Figure 1. Metal layers overlaid (run 1).
Drawn at 3 px/um. Two of the layers only.
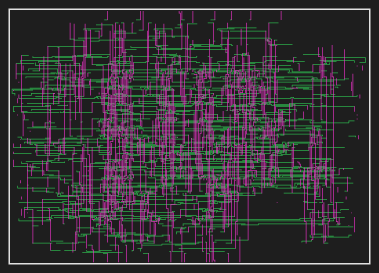
Figure 2. Zoomed window (run 1).
Region (40, 22) to (80, 62) um. Cells in gray, sequential cells in the stronger gray; small squares are vias.
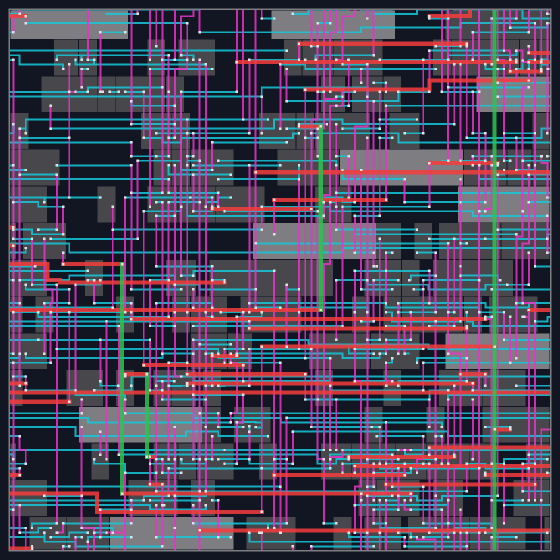
Figure 3. Cell placement (run 1).
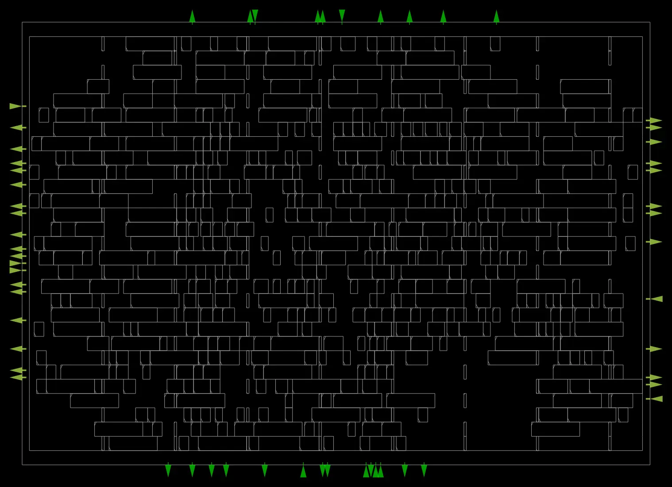
File: src/rtl/phy_sym_pkg.sv
// Receive-path symbol set and framer state shared by the byte mux/deserialiser,
// the lane demux/framer and their benches.
package phy_sym_pkg;

  localparam logic [7:0] COM = 8'hBC;
  localparam logic [7:0] SKP = 8'h1C;
  localparam logic [7:0] STP = 8'hFB;
  localparam logic [7:0] SDP = 8'h5C;
  localparam logic [7:0] END = 8'hFD;
  localparam logic [7:0] IDL = 8'h7C;

  typedef enum logic [1:0] {
    UNALIGNED = 2'd0,
    IDLE      = 2'd1,
    PKT       = 2'd2
  } framer_state_e;

  function automatic logic is_ctrl(input logic [7:0] sym);
    return (sym == COM) || (sym == SKP) || (sym == STP) ||
           (sym == SDP) || (sym == END) || (sym == IDL);
  endfunction

endpackage

File: src/rtl/lane_demux_framer_if.sv
// Symbol-in / word-out bundle of the lane demux framer; slave is the framer side.
interface lane_demux_framer_if #(
  parameter int unsigned LANES = 4
);

  logic                 valid_in;
  logic [7:0]           data_in;
  logic                 valid_out;
  logic [LANES*8-1:0]   data_out;
  logic [7:0]           control_out;
  logic                 sop;
  logic                 eop;
  logic                 in_pkt;
  logic                 err_out;

  modport master (
    output valid_in, data_in,
    input  valid_out, data_out, control_out, sop, eop, in_pkt, err_out
  );

  modport slave (
    input  valid_in, data_in,
    output valid_out, data_out, control_out, sop, eop, in_pkt, err_out
  );

endinterface

File: src/rtl/lane_demux_framer_byte_gather.sv
// Byte-to-word gather: lane index counter plus LANES*8 assembly register.
// The word output already includes the byte being written this cycle.
module byte_gather #(
  parameter  int unsigned LANES = 4,
  localparam int unsigned IDX_W = (LANES > 1) ? $clog2(LANES) : 1
) (
  input  logic               clk_1m,
  input  logic               reset_L,
  input  logic               load,
  input  logic               flush,
  input  logic               restart,
  input  logic [7:0]         byte_in,
  output logic [IDX_W-1:0]   idx,
  output logic               word_done,
  output logic [LANES*8-1:0] word
);

  logic [IDX_W-1:0]   idx_q, idx_d;
  logic [LANES*8-1:0] gather_q, gather_d;
  logic               last_lane;

  assign last_lane = (idx_q == IDX_W'(LANES - 1));

  always_comb begin
    idx_d    = idx_q;
    gather_d = gather_q;
    if (flush) begin
      idx_d    = '0;
      gather_d = '0;
    end else if (restart) begin
      gather_d      = '0;
      gather_d[7:0] = byte_in;
      idx_d         = IDX_W'(1);
    end else if (load) begin
      gather_d[8*idx_q +: 8] = byte_in;
      idx_d = last_lane ? '0 : idx_q + 1'b1;
    end
  end

  // NOTE: the gather register is only LANES bytes, so it is reset with the
  // counter; a mid-word reset must never leak stale bytes into a later word.
  always_ff @(posedge clk_1m or negedge reset_L) begin
    if (!reset_L) begin
      idx_q    <= '0;
      gather_q <= '0;
    end else begin
      idx_q    <= idx_d;
      gather_q <= gather_d;
    end
  end

  assign idx       = idx_q;
  assign word_done = load && !flush && !restart && last_lane;
  assign word      = gather_d;

endmodule

File: src/rtl/lane_demux_framer.sv
// PHY receive demux: gathers symbols into LANES-byte words, tracks COM alignment
// and STP/SDP..END framing, optionally drops all-SKP words.
module lane_demux_framer
  import phy_sym_pkg::*;
#(
  parameter int unsigned LANES    = 4,
  parameter bit          SKP_DROP = 1'b1
) (
  input  logic                clk_1m,
  input  logic                reset_L,
  lane_demux_framer_if.slave  bus
);

  localparam int unsigned IDX_W = (LANES > 1) ? $clog2(LANES) : 1;

  framer_state_e      state_q, state_d;
  logic               sop_acc_q, sop_acc_d;
  logic               eop_acc_q, eop_acc_d;
  logic               com_run_q, com_run_d;

  logic               valid_out_q, valid_out_d;
  logic [LANES*8-1:0] data_out_q, data_out_d;
  logic [7:0]         control_out_q, control_out_d;
  logic               sop_q, sop_d;
  logic               eop_q, eop_d;
  logic               in_pkt_q, in_pkt_d;
  logic               err_q, err_d;

  logic               g_load, g_flush, g_restart, g_word_done;
  logic [IDX_W-1:0]   g_idx;
  logic [LANES*8-1:0] g_word;
  logic               frame_err, word_start, is_com, all_skp, emit;

  byte_gather #(.LANES(LANES)) u_gather (
    .clk_1m    (clk_1m),
    .reset_L   (reset_L),
    .load      (g_load),
    .flush     (g_flush),
    .restart   (g_restart),
    .byte_in   (bus.data_in),
    .idx       (g_idx),
    .word_done (g_word_done),
    .word      (g_word)
  );

  // NOTE: every variable of a combinational block gets a default first, so no
  // path through the if/case tree can leave one unassigned and infer a latch.
  always_comb begin
    state_d    = state_q;
    sop_acc_d  = sop_acc_q;
    eop_acc_d  = eop_acc_q;
    com_run_d  = com_run_q;
    g_load     = 1'b0;
    g_flush    = 1'b0;
    g_restart  = 1'b0;
    frame_err  = 1'b0;
    word_start = (g_idx == '0);
    is_com     = (bus.data_in == COM);

    if (bus.valid_in) begin
      if (state_q == UNALIGNED) begin
        if (is_com) begin
          g_restart = 1'b1;
          state_d   = IDLE;
          sop_acc_d = 1'b0;
          eop_acc_d = 1'b0;
          com_run_d = 1'b1;
        end
      end else begin
        sop_acc_d = word_start ? 1'b0 : sop_acc_q;
        eop_acc_d = word_start ? 1'b0 : eop_acc_q;
        // A COM run (e.g. BC BC BC BC) is a legal word; a COM after other bytes
        // means the lane boundary slipped, so the word restarts on that COM.
        if (is_com && !word_start && !com_run_q) begin
          g_restart = 1'b1;
          frame_err = 1'b1;
          sop_acc_d = 1'b0;
          eop_acc_d = 1'b0;
          com_run_d = 1'b1;
        end else begin
          g_load    = 1'b1;
          com_run_d = is_com && (word_start || com_run_q);
        end
        case (bus.data_in)
          STP, SDP: begin
            if (state_q == PKT) frame_err = 1'b1;
            state_d   = PKT;
            sop_acc_d = 1'b1;
          end
          END: begin
            if (state_q == PKT) begin
              state_d   = IDLE;
              eop_acc_d = 1'b1;
            end else begin
              frame_err = 1'b1;
            end
          end
          IDL, COM: begin
            if (state_q == PKT) begin
              frame_err = 1'b1;
              state_d   = IDLE;
            end
          end
          default: ;
        endcase
      end
    end else if (!word_start) begin
      g_flush   = 1'b1;
      frame_err = 1'b1;
      state_d   = UNALIGNED;
    end
  end

  always_comb begin
    all_skp = 1'b1;
    for (int k = 0; k < int'(LANES); k++) begin
      if (g_word[8*k +: 8] != SKP) all_skp = 1'b0;
    end
    emit = g_word_done && !(SKP_DROP && all_skp);

    valid_out_d   = emit;
    data_out_d    = emit ? g_word : data_out_q;
    control_out_d = control_out_q;
    if (emit) control_out_d = is_ctrl(g_word[7:0]) ? g_word[7:0] : 8'h00;
    sop_d         = emit ? sop_acc_d : sop_q;
    eop_d         = emit ? eop_acc_d : eop_q;
    // A dropped partial word leaves the framer unaligned, hence outside any packet.
    in_pkt_d      = emit ? (state_d == PKT) : (g_flush ? 1'b0 : in_pkt_q);
    err_d         = frame_err;
  end

  // NOTE: sequential state uses non-blocking assignments so every flop samples
  // the pre-edge values; the comb blocks above use blocking on purpose.
  always_ff @(posedge clk_1m or negedge reset_L) begin
    if (!reset_L) begin
      state_q       <= UNALIGNED;
      sop_acc_q     <= 1'b0;
      eop_acc_q     <= 1'b0;
      com_run_q     <= 1'b0;
      valid_out_q   <= 1'b0;
      data_out_q    <= '0;
      control_out_q <= 8'h00;
      sop_q         <= 1'b0;
      eop_q         <= 1'b0;
      in_pkt_q      <= 1'b0;
      err_q         <= 1'b0;
    end else begin
      state_q       <= state_d;
      sop_acc_q     <= sop_acc_d;
      eop_acc_q     <= eop_acc_d;
      com_run_q     <= com_run_d;
      valid_out_q   <= valid_out_d;
      data_out_q    <= data_out_d;
      control_out_q <= control_out_d;
      sop_q         <= sop_d;
      eop_q         <= eop_d;
      in_pkt_q      <= in_pkt_d;
      err_q         <= err_d;
    end
  end

  assign bus.valid_out   = valid_out_q;
  assign bus.data_out    = data_out_q;
  assign bus.control_out = control_out_q;
  assign bus.sop         = sop_q;
  assign bus.eop         = eop_q;
  assign bus.in_pkt      = in_pkt_q;
  assign bus.err_out     = err_q;

endmodule

File: src/flat_wrapper.sv
// flat-port wrapper written by rule: the top's interface ports become plain ports
module lane_demux_framer_flat import phy_sym_pkg::*;
#(
  parameter int unsigned LANES    = 4,
  parameter bit          SKP_DROP = 1'b1
)
  (clk_1m, reset_L, bus_valid_in, bus_data_in, bus_valid_out, bus_data_out, bus_control_out, bus_sop, bus_eop, bus_in_pkt, bus_err_out);
  lane_demux_framer_if #(.LANES(LANES)) bus_i ();
  input  logic clk_1m;
  input  logic reset_L;
  input wire logic [$bits(bus_i.valid_in)-1:0] bus_valid_in;
  input wire logic [$bits(bus_i.data_in)-1:0] bus_data_in;
  output wire logic [$bits(bus_i.valid_out)-1:0] bus_valid_out;
  output wire logic [$bits(bus_i.data_out)-1:0] bus_data_out;
  output wire logic [$bits(bus_i.control_out)-1:0] bus_control_out;
  output wire logic [$bits(bus_i.sop)-1:0] bus_sop;
  output wire logic [$bits(bus_i.eop)-1:0] bus_eop;
  output wire logic [$bits(bus_i.in_pkt)-1:0] bus_in_pkt;
  output wire logic [$bits(bus_i.err_out)-1:0] bus_err_out;
  assign bus_i.valid_in = bus_valid_in;
  assign bus_i.data_in = bus_data_in;
  assign bus_valid_out = bus_i.valid_out;
  assign bus_data_out = bus_i.data_out;
  assign bus_control_out = bus_i.control_out;
  assign bus_sop = bus_i.sop;
  assign bus_eop = bus_i.eop;
  assign bus_in_pkt = bus_i.in_pkt;
  assign bus_err_out = bus_i.err_out;
  lane_demux_framer #(.LANES(LANES), .SKP_DROP(SKP_DROP)) u_core (.clk_1m(clk_1m), .reset_L(reset_L), .bus(bus_i));
endmodule
File: config.mk
export PLATFORM = sky130hd
export DESIGN_NAME = lane_demux_framer_flat
export DESIGN_NICKNAME = d
export VERILOG_FILES = /design/src/rtl/phy_sym_pkg.sv /design/src/rtl/lane_demux_framer_if.sv /design/src/rtl/lane_demux_framer_byte_gather.sv /design/src/rtl/lane_demux_framer.sv /design/src/flat_wrapper.sv
export SDC_FILE = /design/constraint.sdc
export NUM_CORES = 1
export LEC_CHECK = 0
export CAP_MARGIN = 20
export CORE_ASPECT_RATIO = 0.7
export CORE_MARGIN = 1
export CORE_UTILIZATION = 45
export DETAILED_ROUTE_END_ITERATION = 10
export GPL_TIMING_DRIVEN = 0
export PLACE_DENSITY = 0.74
export SLEW_MARGIN = 40
export SYNTH_ARGS = -nofsm -noshare
export SYNTH_HDL_FRONTEND = slang
export SYNTH_SLANG_ARGS = --single-unit
File: constraint.sdc
create_clock -name clk_1m -period 7.7 [get_ports clk_1m]
set_input_delay 1.54 -clock clk_1m [delete_from_list [all_inputs] [get_ports clk_1m]]
set_output_delay 1.54 -clock clk_1m [all_outputs]
set_load 0.1 [all_outputs]
==> results.ini, run 1 <==
[run_status]
status=completed

[cells_and_area]
most-common-layout-cells=dfrtp_1, buf_2, nand2_1, nand3_1, nor2_1
nonClkBufAreaFrac_pct=9.43
drive_gt1_share_pct=24.1
antenna_cells=0
final_area_mm2=0.00515
nNonClkBuffers=81
inverters=22
syn_to_final_growth_pct=18.0
area_dominant_class=flip-flops and latches
lay_top_count=dfrtp_1
sh_comb_area_pct=39.1
post-route-util_pct=55.8
nets=494
flop_area_mm2=0.00210
n_fill_cell=834
multi_input_comb_cells=280
clockBufferCount=11

[routing]
viasPerCell=5.82
drc=0
wl_met3_um=920
route.met2.wl_um=4870
antenna_left=0
routedWlPerCell_um=19.2
num_vias=3526
wl_met1_um=5670
firstDrtPassIters=5
drt_iter0_drc=242

[clock_network]
insertion_delay_ns=0.34
cts_hold_buf=0
cts-root-buf=clkbuf_16
clockBufferDepth=2
ctsResizeCount=0
post_cts_buffers=0
htreeDepth=3
cts_buffers=9
cts_tree=yes
cts.sinks=84

[setup_path]
path_max_fanout=10
cp-start-kind=primary input
path_depth=12
crit_required_ns=7.92
cp-endpoint=u_core.bus.data_out[19]
critPathBufInv=5
r2r_end=u_core.bus.data_out[19]
arrival_ns=5.61
worstSetupStartpoint=bus_data_in[6]
end_kind=flip-flop
cp_cell_sequence=clkdlybuf4s50_1, and4b_1, buf_6, a311oi_1, clkbuf_1, mux2_2, a2111oi_0, nand4b_1, o31a_1, buf_6, buf_6, mux2_4
r2r_cells=14
worst-r2r-setup-slack_ns=3.13
slowest_stage=a311oi_1
crit_top_cell=buf_6
crit_family=buffers and inverters
r2r_start=u_core.u_gather.idx[0]
setup.worst_path.class=in -> reg
max_stage_delay_ns=0.66

[grt]
grt_pass1_vias=3431
grt.met3_usage_pct=6.59
grt_first_pass_wirelength_um=18500
antenna_found_initial=0
grt.met2_usage_pct=34.5
grt_max_degree=49
grt-ovfl-total=0

[yosys]
ys_cells=415
synth-simple-area-share_pct=18.8
yosysMostFrequentCell=dfrtp_1
synth_flops=84
top_cells_by_count=dfrtp_1, nand2_1, nand3_1
edf_count=0
synth.area.mux_share_pct=12.4
synth_top_flop_cell=dfrtp_1
syn_inst=415
fp_nets=431
async_reset_ff_share_pct=100
ys_top_logic_family=simple AND/OR/NAND/NOR gates
ys.warnings.count=0
netlist-cell-type-count=59
synth_chip_area_mm2=0.00436
xor_share_pct=0.201
synth_seq_share_pct=48.2
yosys.area.top_type_share_pct=48.2
top_area_cell=dfrtp_1
synth.avg_cell_area_um2=10.5
area_leaders=dfrtp_1, mux2_4, nand3_1
ys_sh_adder_pct=1.43
compound_area_share_pct=13.2
syn_area_mm2=0.00436

[final_timing]
setup_viol=0
fmax_ghz=0.186
worst_slew_margin_rel_pct=38.9
fin_skew_ns=0.00576
fin_crit_ns=5.39
slew_violations=0
tns_ns=0
tightest_slew_ns=0.909
hold_viol_final=0
grt_setup_unrepaired=false
period_used_pct=69.9
whs_ns=0.506

[floorplan]
fp-row-count=29
die_h_um=84.4
io_pins=56
initial_core_util_pct=47.3
fp.dieArea_mm2=0.0101
die_x_um=120

[power_and_ir_drop]
p_clk_mw=0.455
switchingPower_mw=0.220
share_seq_of_total_power_pct=46.3
leakagePower_nw=2.34
power_frac_comb_pct=6.5
p_comb_mw=0.0632
p_int_mw=0.746
powerSeq_mw=0.448
power_frac_clock_pct=47.1
peakVddDrop_v=0.000136
top_power_group=clock
p_per_area_mw_per_mm2=188
power_mw=0.966
netSwitchingFraction_pct=22.7

[place]
hpwl_um=8210
portBuffers=51
place_inst=591
placed_cell_area_mm2=0.00484
place_ws_ns=2.05
gp_congestion=0.890

[run]
warnings=30
cap_violations=0

[min_path]
min_path_type=reg -> reg
hold-path-cell-count=1
min_to=u_core.bus.data_out[23]

-- Figure 1 (at the start) --
- green: metal 1 (wire length 5670 um)
- magenta: metal 2 (wire length 4870 um)
routed wire length: 11600 um
gr usage total: 24.2%

-- Figure 2 (at the start) --
- magenta: metal 2
- red: metal 3
- cyan: metal 1
- green: metal 4
- netlist names of flops here include: u_core.u_gather.gather_q (7), u_core.u_gather.idx (2)
- cells with their middle in the window: 118
- sequential cells in the window: 9
- most frequent: nand2_1 (12), clkbuf_1 (11), nor2_1 (11)

-- Figure 3 (at the start) --
Layout Cells excl Fill: 606
registers: 84
flop share of the area: 40.8%
Core Area: 0.00922 mm^2
tap cells: 124

--- run 2 (diff from run 1) ---
==> constraint.sdc (replaced) <==
create_clock -name clk_1m -period 5.3 [get_ports clk_1m]
set_input_delay 1.06 -clock clk_1m [delete_from_list [all_inputs] [get_ports clk_1m]]
set_output_delay 1.06 -clock clk_1m [all_outputs]
set_load 0.1 [all_outputs]
==> results.ini, run 2 <==
[place]
placed_cell_area_mm2=0.00484
place_inst=591
place_ws_ns=0.125
hpwl_um=8210
gp_congestion=0.890

[clock_network]
cts_tree=yes
insertion_delay_ns=0.34
cts_hold_buf=0
cts_buffers=9
ctsResizeCount=0
htreeDepth=3
cts-root-buf=clkbuf_16
cts.sinks=84
post_cts_buffers=0

[yosys]
syn_area_mm2=0.00436
fp_nets=431
syn_inst=415
synth_top_flop_cell=dfrtp_1
ys_cells=415
synth-simple-area-share_pct=18.8
xor_share_pct=0.201
edf_count=0
ys_sh_adder_pct=1.43
yosys.area.top_type_share_pct=48.2
area_leaders=dfrtp_1, mux2_4, nand3_1
synth.avg_cell_area_um2=10.5
top_cells_by_count=dfrtp_1, nand2_1, nand3_1
top_area_cell=dfrtp_1
async_reset_ff_share_pct=100
ys.warnings.count=0
yosysMostFrequentCell=dfrtp_1
synth_seq_share_pct=48.2

[setup_path]
end_kind=flip-flop
r2r_end=u_core.bus.data_out[19]
worst-r2r-setup-slack_ns=0.73
cp_cell_sequence=clkdlybuf4s50_1, and4b_1, buf_6, a311oi_1, clkbuf_1, mux2_2, a2111oi_0, nand4b_1, o31a_1, buf_6, buf_6, mux2_4
crit_family=buffers and inverters
arrival_ns=5.13
path_depth=12
crit_required_ns=5.52
slowest_stage=a311oi_1
setup.worst_path.class=in -> reg
critPathBufInv=5
r2r_start=u_core.u_gather.idx[0]
r2r_cells=14
cp-start-kind=primary input
max_stage_delay_ns=0.66
cp-endpoint=u_core.bus.data_out[19]
crit_top_cell=buf_6

[power_and_ir_drop]
power_mw=1.40
p_clk_mw=0.661
top_power_group=clock
powerSeq_mw=0.650
p_comb_mw=0.0919
peakVddDrop_v=0.000197
switchingPower_mw=0.319
power_frac_comb_pct=6.5
p_int_mw=1.08
share_seq_of_total_power_pct=46.3
p_per_area_mw_per_mm2=273
power_frac_clock_pct=47.1

[final_timing]
tns_ns=0
fmax_ghz=0.204
grt_setup_unrepaired=false
hold_viol_final=0
period_used_pct=92.6
fin_crit_ns=4.91
setup_viol=0
worst_slew_margin_rel_pct=38.9
fin_skew_ns=0.00576
whs_ns=0.506
tightest_slew_ns=0.909
slew_violations=0

[grt]
grt_first_pass_wirelength_um=18500
grt.met2_usage_pct=34.5
grt.met3_usage_pct=6.59
grt_max_degree=49
grt-ovfl-total=0
grt_pass1_vias=3431
antenna_found_initial=0

[cells_and_area]
area_dominant_class=flip-flops and latches
seq_cell_count=84
sh_comb_area_pct=39.1
drive_gt1_share_pct=24.1
syn_to_final_growth_pct=18.0
seq-cell-share_pct=40.8
nNonClkBuffers=81
multi_input_comb_cells=280
fin_cells=606
most-common-layout-cells=dfrtp_1, buf_2, nand2_1, nand3_1, nor2_1
nonClkBufAreaFrac_pct=9.43
inverters=22
nets=494
flop_area_mm2=0.00210
clockBufferCount=11

[routing]
wl_met1_um=5670
route.met2.wl_um=4870
routedWlPerCell_um=19.2
drc=0
antenna_left=0
drt-total-wl_um=11600
wl_met3_um=920
viasPerCell=5.82
firstDrtPassIters=5

[floorplan]
core_mm2=0.00922
io_pins=56
initial_core_util_pct=47.3
fp.dieArea_mm2=0.0101

[run_status]
status=completed

[run]
warnings=30
cap_violations=0

[min_path]
hold-path-cell-count=1
min_path_type=reg -> reg
min_to=u_core.bus.data_out[23]

Figure 4. Pin placement (run 2).
Drawn at 4 px/um. Pins as bars across the die edge, other pins in gray.
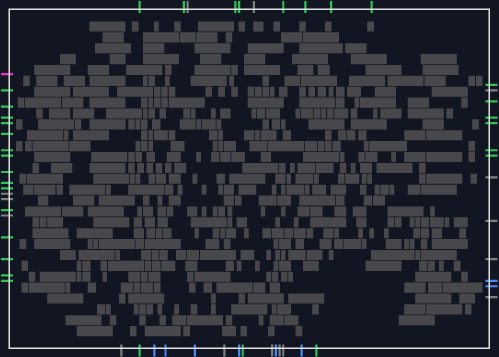
- blue: bus_control_out (pins 8; direction output; edge 6 bottom, 2 right)
- magenta: clk_1m (pins 1; direction input; edge left)
- green: bus_data_out (pins 32; direction output; edge 15 left, 8 top, 6 right, 3 bottom)
I/O Buffers: 51
DIE WIDTH: 120 um
Die H: 84.4 um

Figure 5. Cell placement (run 2).
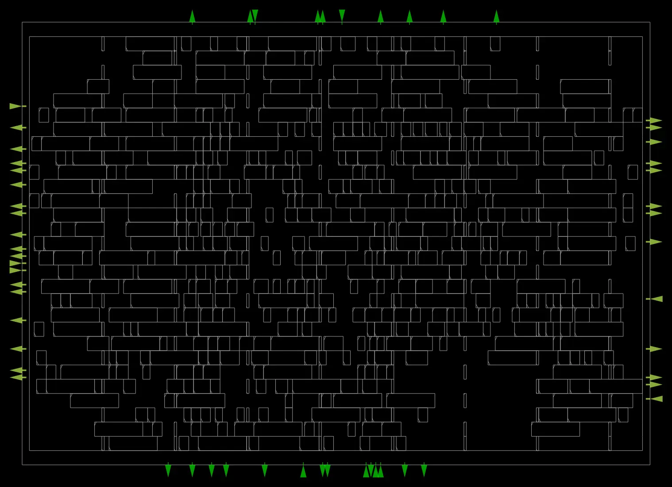
fin util: 55.8%
Core Rows: 29
# fillers: 834

--- run 3 (diff from run 2) ---
==> constraint.sdc (replaced) <==
create_clock -name clk_1m -period 5.3 [get_ports clk_1m]
set_input_delay 1.06 -clock clk_1m [delete_from_list [all_inputs] [get_ports clk_1m]]
set_output_delay 1.06 -clock clk_1m [all_outputs]
set_load 0.01 [all_outputs]
Figure 6. Pin placement (run 3).
Drawn at 4 px/um. Pins as bars across the die edge, other pins in gray.
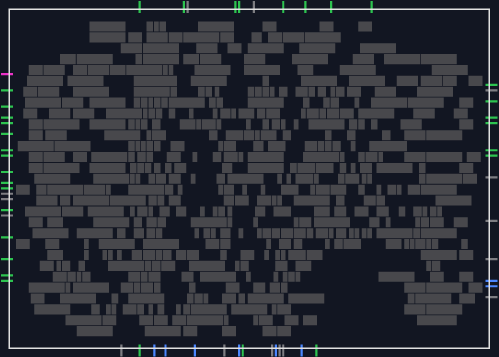
- blue: bus_control_out (pins 8; direction output; edge 6 bottom, 2 right)
- green: bus_data_out (pins 32; direction output; edge 15 left, 8 top, 6 right, 3 bottom)
- magenta: clk_1m (pins 1; direction input; edge left)
- all pins by edge: 19 left, 14 bottom, 13 right, 10 top

Figure 7. Metal 2 (run 3).
Drawn at 3 px/um.
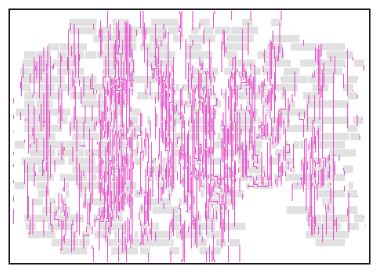
- wire length on this layer: 4990 um
- longest straight run: 55.8 um
routing usage on met2: 35.0%
routed wire length: 11800 um
routed via count: 3577

==> results.ini, run 3 <==
[run_status]
status=completed

[setup_path]
cp-endpoint=u_core.bus.data_out[30]
worst-r2r-setup-slack_ns=0.70
r2r_cells=13
cp-start-kind=primary input
end_kind=flip-flop
max_stage_delay_ns=0.64
path_depth=12
crit_family=buffers and inverters
r2r_end=u_core.bus.data_out[30]
crit_top_cell=buf_6
path_max_fanout=10
worstSetupStartpoint=bus_data_in[6]
crit_required_ns=5.53
slowest_stage=a311oi_1
r2r_start=u_core.u_gather.idx[0]

[routing]
routedWlPerCell_um=19.5
wl_met1_um=5500
antenna_left=0
drt_iter0_drc=266
drc=0
route.met2.wl_um=4990
viasPerCell=5.89
firstDrtPassIters=7

[yosys]
ys_sh_adder_pct=1.43
ys_cells=415
synth_flops=84
netlist-cell-type-count=59
syn_inst=415
fp_nets=431
synth_top_flop_cell=dfrtp_1
top_area_cell=dfrtp_1
area_leaders=dfrtp_1, mux2_4, nand3_1
syn_area_mm2=0.00436
synth-simple-area-share_pct=18.8
synth.area.mux_share_pct=12.4
compound_area_share_pct=13.2
synth_seq_share_pct=48.2

[cells_and_area]
post-route-util_pct=58.3
multi_input_comb_cells=280
flop_area_mm2=0.00210
sh_comb_area_pct=37.6
most-common-layout-cells=dfrtp_1, clkdlybuf4s50_1, nand2_1, nand3_1, nor2_1
nonClkBufAreaFrac_pct=13.2
lay_top_count=dfrtp_1
syn_to_final_growth_pct=23.2
inverters=22
fin_cells=607
antenna_cells=0
n_fill_cell=805
clockBufferCount=10
seq-cell-share_pct=39.1

[power_and_ir_drop]
p_comb_mw=0.0893
top_power_group=registers
switchingPower_mw=0.341
share_seq_of_total_power_pct=47.0
power_frac_clock_pct=46.6
netSwitchingFraction_pct=24.6
powerSeq_mw=0.650
p_int_mw=1.04
p_clk_mw=0.645
power_frac_comb_pct=6.4
leakagePower_nw=2.29
power_mw=1.38
p_per_area_mw_per_mm2=258

[final_timing]
slew_violations=0
hold_viol_final=0
setup_viol=0
whs_ns=0.509
grt_setup_unrepaired=false
period_used_pct=92.3
worst_slew_margin_rel_pct=50.2
tns_ns=0
fmax_ghz=0.204

[place]
gp_congestion=0.890
placed_cell_area_mm2=0.00506
place_inst=591
hpwl_um=8380

[clock_network]
post_cts_buffers=0
insertion_delay_ns=0.35
cts-root-buf=clkbuf_16
cts_hold_buf=0
htreeDepth=3
cts_buffers=9

[floorplan]
taps=124
fp.dieArea_mm2=0.0101
fp-row-count=29
initial_core_util_pct=47.3
die_x_um=120
core_mm2=0.00922

[grt]
grt_max_degree=49
grt_pass1_vias=3487
grt_use_total_pct=24.8
antenna_found_initial=0
grt.met3_usage_pct=7.68
grt_first_pass_wirelength_um=19000
grt-ovfl-total=0

[min_path]
min_path_type=reg -> reg

[run]
warnings=30
cap_violations=0

